## src/rtl/pipe_hazard_ctrl.sv

```systemverilog
// D-stage hazard controller: shadow write pipeline, Tuse/Tnew stall and forward-source select.
// Define MDU_HAZARD_EN to add the multi-cycle mult/div busy tracking.
module pipe_hazard_ctrl #(
  parameter int STAGES  = 3,
  parameter int REG_AW  = 5,
  parameter int T_W     = 2,
  parameter int MUL_CYC = 5,
  parameter int DIV_CYC = 10,
  localparam int FW     = $clog2(STAGES + 1)
) (
  input  logic              clk,
  input  logic              reset_n,
  input  logic [REG_AW-1:0] d_rs,
  input  logic [REG_AW-1:0] d_rt,
  input  logic [T_W-1:0]    d_tuse_rs,
  input  logic [T_W-1:0]    d_tuse_rt,
  input  logic [REG_AW-1:0] d_waddr,
  input  logic              d_wen,
  input  logic [T_W-1:0]    d_tnew,
  input  logic              d_md_start,
  input  logic              d_md_is_div,
  input  logic              d_md_use,
  output logic              stall,
  output logic [FW-1:0]     d_fwd_rs,
  output logic [FW-1:0]     d_fwd_rt,
  output logic              md_busy
);

  logic              v_q     [1:STAGES];
  logic              v_d     [1:STAGES];
  logic [REG_AW-1:0] waddr_q [1:STAGES];
  logic [REG_AW-1:0] waddr_d [1:STAGES];
  logic [T_W-1:0]    tnew_q  [1:STAGES];
  logic [T_W-1:0]    tnew_d  [1:STAGES];

  logic [STAGES:1]   match_rs;
  logic [STAGES:1]   match_rt;
  logic [STAGES:1]   haz_rs;
  logic [STAGES:1]   haz_rt;
  logic              stall_rs;
  logic              stall_rt;
  logic              md_stall;

  genvar gi;
  generate
    for (gi = 1; gi <= STAGES; gi++) begin : g_stage
      if (gi == 1) begin : g_head
        // A stalled D instruction must not enter E: load a bubble instead.
        assign v_d[gi]     = d_wen & ~stall;
        assign waddr_d[gi] = d_waddr;
        assign tnew_d[gi]  = d_tnew;
      end else begin : g_tail
        assign v_d[gi]     = v_q[gi-1];
        assign waddr_d[gi] = waddr_q[gi-1];
        assign tnew_d[gi]  = (tnew_q[gi-1] == '0) ? '0 : tnew_q[gi-1] - T_W'(1);
      end

      assign match_rs[gi] = v_q[gi] && (waddr_q[gi] == d_rs) && (d_rs != '0);
      assign match_rt[gi] = v_q[gi] && (waddr_q[gi] == d_rt) && (d_rt != '0);
      assign haz_rs[gi]   = match_rs[gi] && (tnew_q[gi] > d_tuse_rs);
      assign haz_rt[gi]   = match_rt[gi] && (tnew_q[gi] > d_tuse_rt);
    end
  endgenerate

  always_ff @(posedge clk or negedge reset_n) begin
    if (!reset_n) begin
      for (int k = 1; k <= STAGES; k++) begin
        v_q[k]     <= 1'b0;
        waddr_q[k] <= '0;
        tnew_q[k]  <= '0;
      end
    end else begin
      for (int k = 1; k <= STAGES; k++) begin
        v_q[k]     <= v_d[k];
        waddr_q[k] <= waddr_d[k];
        tnew_q[k]  <= tnew_d[k];
      end
    end
  end

  // Scan oldest to youngest so the youngest matching writer wins.
  always_comb begin
    d_fwd_rs = '0;
    d_fwd_rt = '0;
    for (int k = STAGES; k >= 1; k--) begin
      if (match_rs[k]) begin
        d_fwd_rs = (tnew_q[k] == '0) ? FW'(k) : '0;
      end
      if (match_rt[k]) begin
        d_fwd_rt = (tnew_q[k] == '0) ? FW'(k) : '0;
      end
    end
  end

  assign stall_rs = |haz_rs;
  assign stall_rt = |haz_rt;
  assign stall    = stall_rs | stall_rt | md_stall;

`ifdef MDU_HAZARD_EN
  localparam int MD_MAX = (MUL_CYC > DIV_CYC) ? MUL_CYC : DIV_CYC;
  localparam int CW     = $clog2(MD_MAX + 1);

  logic [CW-1:0] md_cnt_q;
  logic [CW-1:0] md_cnt_d;
  logic          md_start_ok;

  assign md_busy     = (md_cnt_q != '0);
  assign md_stall    = (d_md_use | d_md_start) & md_busy;
  // A start seen while busy is held in D by md_stall, so it never reloads the counter.
  assign md_start_ok = d_md_start & ~stall;

  always_comb begin
    md_cnt_d = md_cnt_q;
    if (md_start_ok) begin
      md_cnt_d = d_md_is_div ? CW'(DIV_CYC) : CW'(MUL_CYC);
    end else if (md_busy) begin
      md_cnt_d = md_cnt_q - CW'(1);
    end
  end

  always_ff @(posedge clk or negedge reset_n) begin
    if (!reset_n) begin
      md_cnt_q <= '0;
    end else begin
      md_cnt_q <= md_cnt_d;
    end
  end
`else
  localparam int unused_md_cyc = MUL_CYC + DIV_CYC;
  logic unused_md_inputs;

  assign unused_md_inputs = d_md_start ^ d_md_is_div ^ d_md_use;
  assign md_busy          = 1'b0;
  assign md_stall         = 1'b0;
`endif

endmodule

```

## config.mk

```make
export PLATFORM = sky130hd
export DESIGN_NAME = pipe_hazard_ctrl
export DESIGN_NICKNAME = d
export VERILOG_FILES = /design/src/rtl/pipe_hazard_ctrl.sv
export SDC_FILE = /design/constraint.sdc
export NUM_CORES = 1
export LEC_CHECK = 0
export ABC_AREA = 1
export ABC_CLOCK_PERIOD_IN_PS = 4400
export CAP_MARGIN = 20
export CORE_UTILIZATION = 40
export DETAILED_ROUTE_END_ITERATION = 8
export PLACE_DENSITY_LB_ADDON = 0.08
export RECOVER_POWER = 25
export SYNTH_ARGS = -nofsm -noshare
export SYNTH_HDL_FRONTEND = slang
export SYNTH_SLANG_ARGS = --single-unit
```

## constraint.sdc

```tcl
create_clock -name clk -period 4.4 [get_ports clk]
set_input_delay 0.88 -clock clk [delete_from_list [all_inputs] [get_ports clk]]
set_output_delay 0.88 -clock clk [all_outputs]
set_load 0.02 [all_outputs]
```

**Run 1: sizing map**

Drawn at 8 px/um.
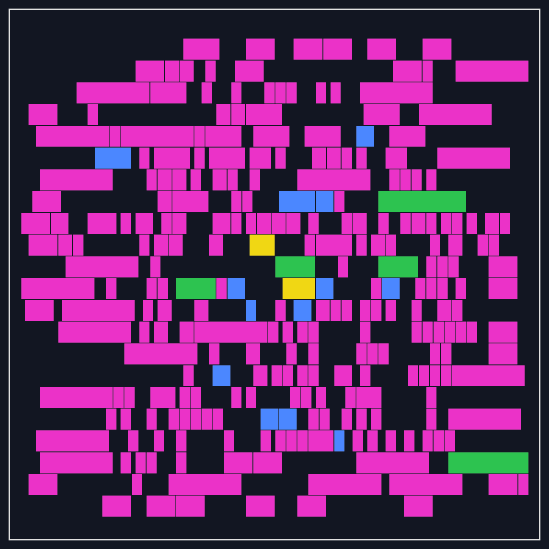
[blue] _2 cells | cells: 13
[magenta] _0 and _1 cells | cells: 252
[green] _6 and larger | cells: 5
[yellow] _3 and _4 cells | cells: 2

**Run 1: signal wires on met3**

Drawn at 8 px/um.
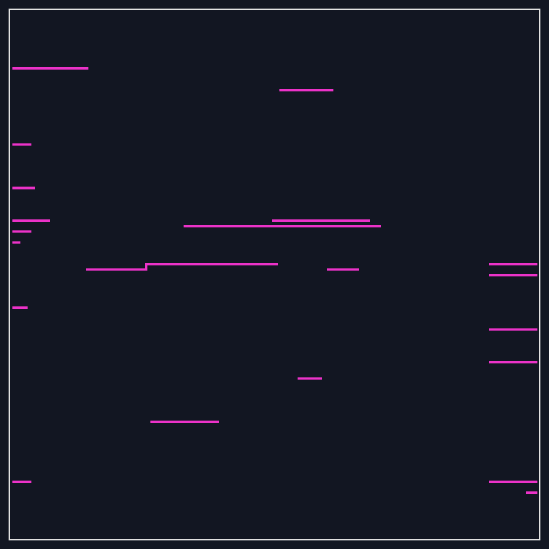
main direction: horizontal
nets with wire on the layer: 20
longest straight run: 24.4 um
wire length on this layer: 136 um
share of all routed wire: 3.8%

==> datasheet_impl.txt, run 1 <==
Summary of implementation characteristics

Parameter                              Value

Placed design
  Place WS .................. 0.626 ns
  Cell area after placement .................. 2000 sq um
  Placer congestion estimate .................. 0.807
  Placed instance count .................. 316
  Number of input and output port buffers inserted .................. 28

Clocking
  TritonCTS Buffers .................. 3
  Number of buffers inserted to repair setup after CTS .................. 0
  Count of cells resized by post-cts repair .................. 0
  Clock-pin slew of the registers on the worst-case setup and hold paths .................. 0.08 ns
  Clock H-tree levels .................. 1
  Buffer type at the clock tree root .................. sky130_fd_sc_hd__clkbuf_8

Floorplanning
  Total core area .................. 3800 sq um
  Core Rows .................. 22
  I/O pins .................. 33
  Die Outline Area .................. 4370 sq um
  Die Span Y .................. around 66 um

Power and ir drop
  Power per cell area .................. 264 nW/um^2
  Worst supply voltage drop on vdd .................. 0.000208 V
  Overall power after layout .................. 0.548 mW
  Static Leak .................. 1.15 nW

Synthesis
  Distinct cell type count of the synthesized netlist .................. 22
  Yosys xor share .................. 0.0160
  Mux share .................. 0
  Synth Instances .................. 240
  Dominant synthesized flop cell .................. sky130_fd_sc_hd__dfrtp_1
  Post-synth top cells .................. 86 x sky130_fd_sc_hd__nand2_1, 47 x sky130_fd_sc_hd__inv_1, 24 x sky130_fd_sc_hd__dfrtp_1
  Net count entering floorplan .................. 279
  Warning count from the yosys run .................. 0
  Count of flip-flops with a built-in enable after synthesis .................. 0
  Synthesized area per cell .................. around 6.9 sq um
  Area share of the leading cell type in the synthesized netlist .................. 0.365
  Most frequent cell after synthesis .................. sky130_fd_sc_hd__nand2_1
  Share of synthesized cell area in and, or, nand and nor gates .................. 0.349
  Yosys cell count .................. 240
  Register bit total from synthesis .................. 24
  Area leader, netlist .................. sky130_fd_sc_hd__dfrtp_1
  Post-synthesis cell area .................. 1640 sq um
  Largest non-sequential cell family by area .................. simple AND/OR/NAND/NOR gates
  Cells taking the most area after synthesis .................. sky130_fd_sc_hd__dfrtp_1 37%, sky130_fd_sc_hd__nand2_1 20%, sky130_fd_sc_hd__inv_1 11%
  Chip area from the yosys synthesis statistics .................. 1640 sq um
  Fraction of the mapped netlist area in adder cells .................. 0.0913

Final timing
  Min Clock Period, post-route .................. 3.79 ns
  Setup TNS .................. 0 ns
  Fin Hold WS .................. approximately 0.38 ns
  Highest clock frequency the design can meet .................. 264 MHz
  Final critical-path share of the clock period .................. 0.860
  Number of endpoints with negative hold slack in the final report .................. 0
  Setup repair after global routing missed its margin .................. no
  Number of setup violations in the final report .................. 0

Run
  Number of logged tool warnings .................. 29
  MaxCap Viol Count .................. 0

Finish
  Count of inserted antenna diode cells .................. 0
  Combined flip-flop and latch cell area .................. roughly 600 sq um
  Final net count .................. 312
  Layout area overhead .................. 26.3%
  Layout Cells excl Fill .................. 320
  Post-route cell area .................. 2080 sq um
  Logic cell area .................. 852 sq um
  Fraction of layout cells with a size suffix above 1 .................. 0.0735
  Core Util, Final .................. 0.546

Worst hold path
  HP Class .................. flip-flop to flip-flop
  Min-Delay Endpoint .................. v_d[0]
  Hold Crit Start .................. v_d[1]

Drt
  Mean number of vias per cell .................. 4.48
  Vias .................. between 1000 and 1500
  DRC errors left .................. 0
  Total wirelength of the detailed-routed design .................. between 3 and 4 mm

Global route
  First-pass GRT wire length .................. 5.87 mm
  Overall track demand over capacity in global routing .................. 0.180
  Number of global-route vias before repair .................. 1308
  Total congestion overflow .................. 0
  Antenna violations before repair .................. 0

Setup path
  Startpoint of the most critical register-to-register path .................. tnew_q[1]
  Timing startpoint of the critical path .................. d_tuse_rs[1]
  Startpoint Class .................. input port
  Worst Reg2Reg Path Length in Cells .................. 6
  Type of element capturing the critical path .................. primary output
  Timing endpoint of the critical path .................. stall

Outcome
  Outcome .................. finished clean
**Run 1: signal metal coverage by tile**

Drawn at 6 px/um. 13 x 13 tiles, from black (low) to pale yellow (high), scaled to the fullest tile. Values are wire area over tile area, all layers added.
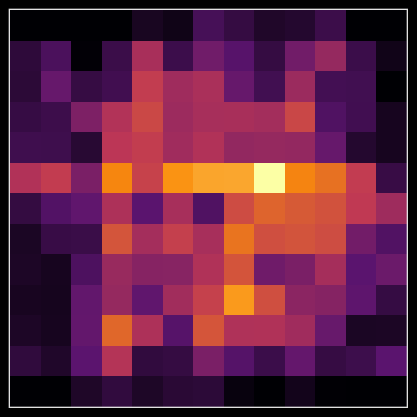
tiles over half the peak: 18%
fullest tile: 0.43
nearly empty tiles: 8.3%
densest ninth of the die: centre
mean over tiles: 0.13

**Run 1: clock wiring as the flow saved it**

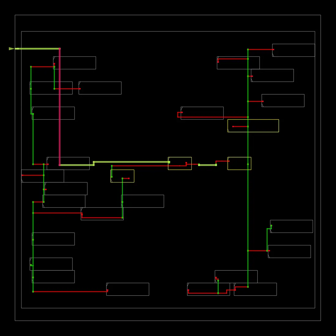
number of clock sinks: 24
power dissipated in the clock network: 0.192 mW
clock latency reported for the late side of the worst-skew pair: 0.26 ns
Fin Clk Skew: 0.00184 ns
final sequential cell count: 24

## run 1: layer usage
| layer | vias up | global-route usage | share of wire |
|---|---|---|---|
| met5 | - | 0 | 0 |
| met4 | 0 | 0.0319 | 0.0069 |
| met3 | 2 | 0.0362 | 0.038 |
| met2 | 26 | 0.282 | 0.42 |
| met1 | 610 | 0.258 | 0.53 |
| li1 | 794 | - | - |
## run 1: worst max-delay path: stages
cell	delay [ns]
sky130_fd_sc_hd__clkdlybuf4s50_1	0.45
sky130_fd_sc_hd__inv_1	0.08
sky130_fd_sc_hd__ha_1	0.31
sky130_fd_sc_hd__nand2_1	0.05
sky130_fd_sc_hd__a22oi_1	0.16
sky130_fd_sc_hd__nand3_1	0.12
sky130_fd_sc_hd__nand3_1	0.14
sky130_fd_sc_hd__or2_1	0.12
sky130_fd_sc_hd__clkdlybuf4s50_1	0.59
## run 1: cell type report
class | count | area share
clock inverter | 1 | 0.0145
timing repair buffer | 29 | 0.148
tap | 48 | 0.0289
clock buffer | 3 | 0.0199
multi-input combinational | 166 | 0.410
inverter | 49 | 0.0886
sequential | 24 | 0.289
## run 1: sequential cells by signal, indices dropped and copies added, names as in the netlist
name     cells
waddr_d     10
tnew_q       6
v_d          2
v_q          1
waddr_q      5
## run 1: layout by cell type (no fill, tap or decap), drive strengths merged
master and count:
nand4 4, or2 2, a22oi 2, and2 1, conb 1, xnor2 3
nand2 88, dfrtp 24, nand3 16, a21oi 14, nor3 1, inv 49
bufinv 1, ha 12, nor2 21, clkdlybuf4s50 28, clkbuf 3, buf 1
o31ai 1
## run 1: report_power, final
part | total, mW | switching [mW] | internal (mW)
logic | 0.113 | 0.0615 | 0.0517
clock network | 0.192 | 0.0707 | 0.122
registers | 0.243 | 0.0107 | 0.232
total | 0.548 | 0.143 | 0.405
**Run 1: register map, names as in the netlist**

Drawn at 6 px/um. Other sequential cells in the stronger grey, the rest of the logic in the fainter grey.
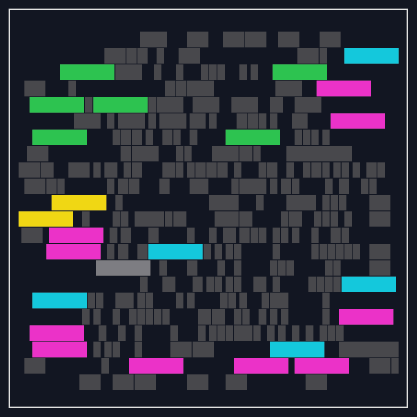

==> run 2: changes to the inputs <==
--- a/config.mk
+++ b/config.mk
@@ -8,6 +8,7 @@
 export ABC_AREA = 1
 export ABC_CLOCK_PERIOD_IN_PS = 4400
 export CAP_MARGIN = 20
+export CORE_ASPECT_RATIO = 0.7
 export CORE_UTILIZATION = 40
 export DETAILED_ROUTE_END_ITERATION = 8
 export PLACE_DENSITY_LB_ADDON = 0.08
**Run 2: register map, names as in the netlist**

Drawn at 4 px/um. Other sequential cells in the stronger grey, the rest of the logic in the fainter grey.
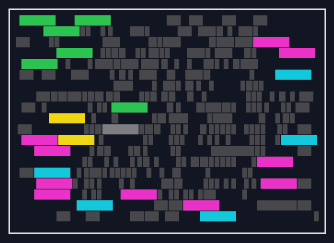
[cyan] `waddr_q` | sequential cells: 5
[yellow] `v_d` | sequential cells: 2
[magenta] `waddr_d` | sequential cells: 10 | where: spread over the die
[green] `tnew_q` | sequential cells: 6 | where: upper left
not coloured: 1

==> run 2 against run 1 <==
  * Worst setup slack got worse by 0.032 ns
  * Synthesized cell count stayed put
  * Wire length increased by 2.9%
  * Combinational power barely moved
  * Sequential cell count stayed put
  * Critical endpoint unchanged
  * Clock skew about the same
  * Highest routed layer unchanged
==> datasheet_impl.txt, run 2 <==
Summary of implementation characteristics

Parameter                              Value

Global route
  Overall track demand over capacity in global routing .................. 0.190
  Number of global-route vias before repair .................. 1352
  First-pass GRT wire length .................. roughly 6.2 mm
  Antenna violations before repair .................. 0
  Maximum number of pins on one net before global-route repair .................. 19
  Total congestion overflow .................. 0

Synthesis
  Post-synth top cells .................. 86 x sky130_fd_sc_hd__nand2_1, 47 x sky130_fd_sc_hd__inv_1, 24 x sky130_fd_sc_hd__dfrtp_1
  Area leader, netlist .................. sky130_fd_sc_hd__dfrtp_1
  Net count entering floorplan .................. ~280
  Post-synthesis cell area .................. between 1500 and 2000 sq um
  Area share of the leading cell type in the synthesized netlist .................. 0.365
  Cells taking the most area after synthesis .................. sky130_fd_sc_hd__dfrtp_1 37%, sky130_fd_sc_hd__nand2_1 20%, sky130_fd_sc_hd__inv_1 11%
  Most frequent cell after synthesis .................. sky130_fd_sc_hd__nand2_1
  Warning count from the yosys run .................. 0
  Distinct cell type count of the synthesized netlist .................. 22
  Post-synth seq share .................. 0.365
  Yosys cell count .................. 240
  Register bit total from synthesis .................. 24
  Count of flip-flops with a built-in enable after synthesis .................. 0
  Synthesized area per cell .................. 6.85 sq um
  Dominant synthesized flop cell .................. sky130_fd_sc_hd__dfrtp_1
  Async set-reset flop share out of synthesis .................. 1.00
  Chip area from the yosys synthesis statistics .................. ~1600 sq um
  Synth Instances .................. 240

Finish
  Layout Cells excl Fill .................. 324
  Number of flip-flops in the largest register .................. 10
  Post-route cell area .................. 2080 sq um
  Core Util, Final .................. 0.530
  Dominant logic cell types in the final layout .................. 86 x sky130_fd_sc_hd__nand2_1, 47 x sky130_fd_sc_hd__inv_1, 28 x sky130_fd_sc_hd__clkdlybuf4s50_1
  Fraction of layout cells with a size suffix above 1 .................. 0.0735
  Dominant logic cell type in the layout .................. sky130_fd_sc_hd__nand2_1
  Count of inserted antenna diode cells .................. 0
  Final net count .................. 312
  Layout area overhead .................. 26.6%

Final timing
  Final Max Slew Viols .................. 0
  Fin Clk Skew .................. ~0.0017 ns
  Number of endpoints with negative hold slack in the final report .................. 0
  Min Clock Period, post-route .................. 3.82 ns
  Final critical-path share of the clock period .................. 0.868
  Fin Hold WS .................. 0.382 ns
  Setup TNS .................. 0 ns
  Highest clock frequency the design can meet .................. roughly 260 MHz
  Number of setup violations in the final report .................. 0
  Setup repair after global routing missed its margin .................. no

Floorplanning
  Die Outline Area .................. 4370 sq um
  Initial standard-cell utilization of the core .................. 0.419
  Die Span Y .................. 55.6 um
  Core Rows .................. 19
  Horizontal die size .................. 78.6 um
  I/O pins .................. 33
  Total core area .................. 3920 sq um

Setup path
  Arrival time worst endpoint .................. around 2.9 ns
  Startpoint Class .................. input port
  Kind of critical path .................. input port to primary output
  Buffers and inverters on the worst path .................. 3
  Critical-path maximum fanout .................. 5
  Critical Path Max Stage Delay .................. about 0.6 ns
  Cell-by-cell trace of the critical path .................. clkdlybuf4s50_1 > inv_2 > a21oi_1 > nand2_1 > nor2_1 > nand3_1 > nand3_1 > or2_1 > clkdlybuf4s50_1
  Worst path slowest cell .................. sky130_fd_sc_hd__clkdlybuf4s50_1
  Worst path top cell family by delay .................. buffers and inverters
  Type of element capturing the critical path .................. primary output
  Number of cells on the critical path .................. 9
  Worst Reg2Reg Path Length in Cells .................. 6
  Critical path required time .................. approximately 3.5 ns

Drt
  Routed len/inst .................. around 11 um
  Total wirelength of the detailed-routed design .................. 3.72 mm
  First-pass iteration count of the detailed router .................. 4
  Initial drt markers .................. 93
  Vias .................. approximately 1500
  DRC errors left .................. 0
  Mean number of vias per cell .................. 4.52
  Final antenna-violating net count .................. 0

Placed design
  DPL Wire Length .................. 3.02 mm
  Placer congestion estimate .................. 0.807
  Cell area after placement .................. approximately 2000 sq um
  Placed instance count .................. ~320
  Number of input and output port buffers inserted .................. 28

Clocking
  TritonCTS Buffers .................. 3
  Maximum count of clock buffers along a single path .................. 2
  Number of clock sinks .................. 24
  Clock-pin slew of the registers on the worst-case setup and hold paths .................. 0.09 ns
  Clock latency reported for the late side of the worst-skew pair .................. around 0.27 ns
  Buffer type at the clock tree root .................. sky130_fd_sc_hd__clkbuf_8
  Clock H-tree levels .................. 1
  Clock tree from TritonCTS .................. built
  Number of buffers inserted to repair setup after CTS .................. 0
  Count of cells resized by post-cts repair .................. 0
  Hold Buf Count CTS .................. 0

Power and ir drop
  Worst supply voltage drop on vdd .................. 0.000125 V
  Power per cell area .................. about 270 nW/um^2
  Static Leak .................. 1.15 nW

Outcome
  Outcome .................. finished clean

Run
  MaxCap Viol Count .................. 0
  Number of logged tool warnings .................. 29

Worst hold path
  Worst hold path cell count .................. 0
  HP Class .................. flip-flop to flip-flop
[run 2: cell counts in the layout (fill, tap and decap cells not counted)]
Identical to the previous run, type by type.
[run 2: metrics by stage]
step,worst slack [ns],total power [mW]
after global routing,0.439,0.591
final,0.582,0.557
after CTS,0.611,0.564
after detailed placement,0.631,0.361
after global placement,0.621,0.357
after floorplan,1.68,0.309
[run 2: final timing paths]
check	slack, ns	to	from
hold / removal	0.38	v_q[0]	v_d[0]
setup / recovery	0.58	stall	d_rt[3]
setup reg to reg	2.98	v_d[1]	tnew_q[5]
max in group asynchronous	3.08	tnew_q[4]	reset_n
hold reg to reg	0.38	v_q[0]	v_d[0]
min in group asynchronous	0.90	waddr_d[6]	reset_n
[run 2: cell families after synthesis]
family          after synthesis  synth area share
buf+inv                      50             0.116
flops                        24             0.365
fa+ha+maj                    12            0.0913
xor+xnor                      3            0.0160
other cells                   1           0.00228
simple gates                133             0.349
compound gates               17            0.0594
[run 2: final cells by class]
cell class | instances | area (sq um)
inverter | 49 | 184
fill | 395 | 1840
timing repair buffer | 29 | 308
clock inverter | 1 | 30.0
sequential | 24 | 601
tap | 52 | 65.1
clock buffer | 3 | 41.3
multi-input combinational | 166 | 852
[run 2: per-layer routing]
metal	global-route usage	vias to the layer above	routed length, um
met4	0.0317	0	22
met3	0.0443	2	253
li1	-	792	-
met2	0.270	43	1410
met5	0	-	0
met1	0.294	629	2040
[run 2: where the power goes]
| part | internal [mW] | switching (mW) |
|---|---|---|
| combinational | 0.0516 | 0.0621 |
| clock | 0.122 | 0.0787 |
| sequential | 0.232 | 0.0112 |
| total | 0.405 | 0.152 |
**Run 2: signal metal coverage by tile**

Drawn at 4 px/um. 16 x 11 tiles, from black (low) to pale yellow (high), scaled to the fullest tile. Values are wire area over tile area, all layers added.
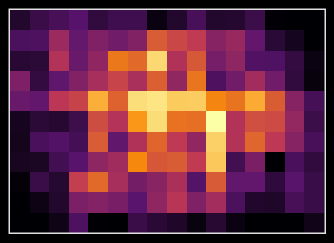

==> run 3: changes to the inputs <==
--- a/config.mk
+++ b/config.mk
@@ -6,13 +6,14 @@
 export NUM_CORES = 1
 export LEC_CHECK = 0
 export ABC_AREA = 1
-export ABC_CLOCK_PERIOD_IN_PS = 4400
+export ABC_CLOCK_PERIOD_IN_PS = 3450
 export CAP_MARGIN = 20
 export CORE_ASPECT_RATIO = 0.7
 export CORE_UTILIZATION = 40
 export DETAILED_ROUTE_END_ITERATION = 8
 export PLACE_DENSITY_LB_ADDON = 0.08
 export RECOVER_POWER = 25
+export SLEW_MARGIN = 20
 export SYNTH_ARGS = -nofsm -noshare
 export SYNTH_HDL_FRONTEND = slang
 export SYNTH_SLANG_ARGS = --single-unit
==> constraint.sdc (replaced) <==
create_clock -name clk -period 3.45 [get_ports clk]
set_input_delay 0.69 -clock clk [delete_from_list [all_inputs] [get_ports clk]]
set_output_delay 0.69 -clock clk [all_outputs]
set_load 0.02 [all_outputs]
**Run 3: signal metal coverage by tile**

Drawn at 4 px/um. 16 x 11 tiles, from black (low) to pale yellow (high), scaled to the fullest tile. Values are wire area over tile area, all layers added.
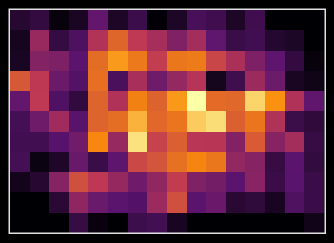
densest ninth of the die: centre
tiles over half the peak: 25%
fullest tile: 0.40
nearly empty tiles: 10%
mean over tiles: 0.13
routed len/inst: 11.0 um
overall track demand over capacity in global routing: 0.185

==> run 3 against run 2 <==
  * Clock skew up 0.0027 ns
  * Register-to-register slack worse by 0.96 ns
  * Global-route usage down 0.47 points
  * Combinational power up 24%
  * Via count down 1.2%
  * Clock-buffer cell count unchanged
==> datasheet_impl.txt, run 3 <==
Summary of implementation characteristics

Parameter                              Value

Clocking
  TritonCTS Buffers .................. 3
  Clock-pin slew of the registers on the worst-case setup and hold paths .................. around 0.090 ns
  Buffer type at the clock tree root .................. sky130_fd_sc_hd__clkbuf_8
  Number of clock sinks .................. 24
  Clock latency reported for the late side of the worst-skew pair .................. around 0.27 ns
  Clock H-tree levels .................. 1
  Hold Buf Count CTS .................. 0
  Number of buffers inserted to repair setup after CTS .................. 0
  Clock tree from TritonCTS .................. built
  Maximum count of clock buffers along a single path .................. 2

Power and ir drop
  Total sequential power .................. 0.310 mW
  Largest Pwr Group .................. sequential cells
  Power dissipated in the clock network .................. 0.255 mW
  Internal power .................. ~0.51 mW
  Worst supply voltage drop on vdd .................. 0.000183 V
  Overall power after layout .................. 0.706 mW
  Power per cell area .................. 340 nW/um^2
  Share of total power in the clock network .................. 0.361
  Net switching fraction of the power .................. 0.271
  Net switching power .................. 0.191 mW
  Sequential group share of total power .................. 0.439
  Share of total power in combinational logic .................. 0.200
  Total combinational power .................. 0.141 mW
  Static Leak .................. 1.21 nW

Global route
  Total congestion overflow .................. 0
  Antenna violations before repair .................. 0
  Number of global-route vias before repair .................. 1274
  Maximum number of pins on one net before global-route repair .................. 25
  First-pass GRT wire length .................. 6.11 mm

Synthesis
  Yosys xor share .................. 0.0160
  Largest non-sequential cell family by area .................. simple AND/OR/NAND/NOR gates
  Area share of the leading cell type in the synthesized netlist .................. 0.365
  Warning count from the yosys run .................. 0
  Dominant synthesized flop cell .................. sky130_fd_sc_hd__dfrtp_1
  Fraction of the mapped netlist area in adder cells .................. 0.0913
  Area leader, netlist .................. sky130_fd_sc_hd__dfrtp_1
  Count of flip-flops with a built-in enable after synthesis .................. 0
  Post-synth seq share .................. 0.365
  Cells taking the most area after synthesis .................. sky130_fd_sc_hd__dfrtp_1 37%, sky130_fd_sc_hd__nand2_1 20%, sky130_fd_sc_hd__inv_1 11%
  Register bit total from synthesis .................. 24
  Distinct cell type count of the synthesized netlist .................. 22
  Area fraction in compound gates .................. 0.0594
  Synthesized area per cell .................. ~6.9 sq um
  Share of synthesized cell area in and, or, nand and nor gates .................. 0.349
  Async set-reset flop share out of synthesis .................. 1.00
  Yosys cell count .................. 240
  Most frequent cell after synthesis .................. sky130_fd_sc_hd__nand2_1
  Net count entering floorplan .................. 279
  Chip area from the yosys synthesis statistics .................. 1640 sq um
  Synth Instances .................. 240
  Mux share .................. 0
  Post-synthesis cell area .................. 1640 sq um
  Post-synth top cells .................. 86 x sky130_fd_sc_hd__nand2_1, 47 x sky130_fd_sc_hd__inv_1, 24 x sky130_fd_sc_hd__dfrtp_1

Setup path
  Arrival time worst endpoint .................. 2.59 ns
  Most repeated library cell on the critical path .................. sky130_fd_sc_hd__nand2_1
  Critical-path maximum fanout .................. 4
  Type of element capturing the critical path .................. primary output
  Buffers and inverters on the worst path .................. 3
  Kind of critical path .................. input port to primary output
  Critical Path Max Stage Delay .................. 0.59 ns
  Worst path slowest cell .................. sky130_fd_sc_hd__clkdlybuf4s50_1
  Worst path top cell family by delay .................. buffers and inverters
  Critical path required time .................. around 2.8 ns
  Startpoint Class .................. input port
  Cell-by-cell trace of the critical path .................. clkdlybuf4s50_1 > inv_1 > nand2_1 > nand2_1 > nand2_1 > nor2_2 > and2_4 > nor2_2 > nand4_2 > nand2_1 > clkdlybuf4s50_1

Placed design
  DPL Wire Length .................. 2.87 mm
  Number of input and output port buffers inserted .................. 28
  Placer congestion estimate .................. 0.826
  Placed instance count .................. approximately 320

Final timing
  Number of setup violations in the final report .................. 0
  Setup TNS .................. 0 ns
  Setup repair after global routing missed its margin .................. no
  Final critical-path share of the clock period .................. 0.950
  Fin Clk Skew .................. ~0.0044 ns
  Final Max Slew Viols .................. 0
  Highest clock frequency the design can meet .................. 305 MHz
  Min Clock Period, post-route .................. 3.28 ns
  Number of endpoints with negative hold slack in the final report .................. 0

Finish
  Layout area overhead .................. 26.4%
  Final net count .................. 313
  Dominant logic cell types in the final layout .................. 86 x sky130_fd_sc_hd__nand2_1, 47 x sky130_fd_sc_hd__inv_1, 24 x sky130_fd_sc_hd__clkdlybuf4s50_1, 24 x sky130_fd_sc_hd__dfrtp_1, 16 x sky130_fd_sc_hd__nand3_1
  Dominant logic cell type in the layout .................. sky130_fd_sc_hd__nand2_1
  Fraction of layout cells with a size suffix above 1 .................. 0.0769
  Number of flip-flops in the largest register .................. 10
  Final-layout fill cell count .................. 398
  Count of inserted antenna diode cells .................. 0
  Logic cell area .................. 852 sq um
  Combined flip-flop and latch cell area .................. 601 sq um
  Layout Cells excl Fill .................. 325

Drt
  Vias .................. approximately 1400
  DRC errors left .................. 0
  Initial drt markers .................. 68
  Mean number of vias per cell .................. 4.46
  Final antenna-violating net count .................. 0
  Total wirelength of the detailed-routed design .................. 3.59 mm
  First-pass iteration count of the detailed router .................. 4

Floorplanning
  Horizontal die size .................. around 79 um
  Die Span Y .................. 55.6 um
  Die Outline Area .................. around 4400 sq um
  I/O pins .................. 33
  Initial standard-cell utilization of the core .................. 0.419
  Total core area .................. 3920 sq um
  Core Rows .................. 19

Worst hold path
  HP Class .................. flip-flop to flip-flop

Run
  MaxCap Viol Count .................. 0
  Number of logged tool warnings .................. 29

Outcome
  Outcome .................. finished clean
-- run 3: cell counts after synthesis --
No cell type changed its count.
-- run 3: per-stage QoR --
stage          setup WS [ns]  hold WS [ns]  utilization  area [sq um]
3_5_place_dp          0.0596         0.366        0.509          2000
3_3_place_gp          0.0323         0.360        0.509          2000
4_1_cts               0.0425         0.387        0.527          2070
5_1_grt              0.00117         0.398        0.530          2080
6_report               0.171         0.383        0.530          2080
2_1_floorplan           1.11         0.354            -          1640
-- run 3: logic make-up (layout without fill, tap and decap cells) --
group / after synthesis / after routing
compound gates: 17 / 17
xor+xnor: 3 / 3
fa+ha+maj: 12 / 12
buf+inv: 50 / 83
flops: 24 / 24
other cells: 1 / 1
simple gates: 133 / 133
-- run 3: worst paths after layout --
kind | depth (start not counted) | slack [ns] | endpoint | start
setup / recovery | 11 | 0.17 | d_fwd_rt[1] | d_rt[0]
hold / removal | 0 | 0.38 | v_q[0] | v_d[0]
setup reg to reg | 6 | 2.02 | v_d[1] | tnew_q[5]
hold reg to reg | 0 | 0.38 | v_q[0] | v_d[0]
max in group asynchronous | 2 | 2.44 | tnew_q[1] | reset_n
min in group asynchronous | 2 | 0.77 | waddr_d[6] | reset_n
-- run 3: per-layer routing --
layer / vias to the layer above / track usage / routed length [um]
li1: 797 / - / -
met1: 614 / 0.303 / 2010
met2: 35 / 0.239 / 1300
met3: 2 / 0.0443 / 252
met4: 0 / 0.0397 / 24
met5: - / 0 / 0
-- run 3: layout make-up --
cell class,instances,share of cell area
clock buffers,3,0.0199
clock inverters,1,0.0144
inverters,49,0.0885
multi-input cells,166,0.410
flip-flops and latches,24,0.289
well taps,52,0.0313
repair buffers,30,0.147
-- run 3: timing repair --
action / CTS / global route
gates resized: 0 / 4
endpoints found under the hold margin: 0 / 0
setup endpoints to repair: 0 / 5
Power figures rest on the tool's default switching activity, not on a simulated workload.
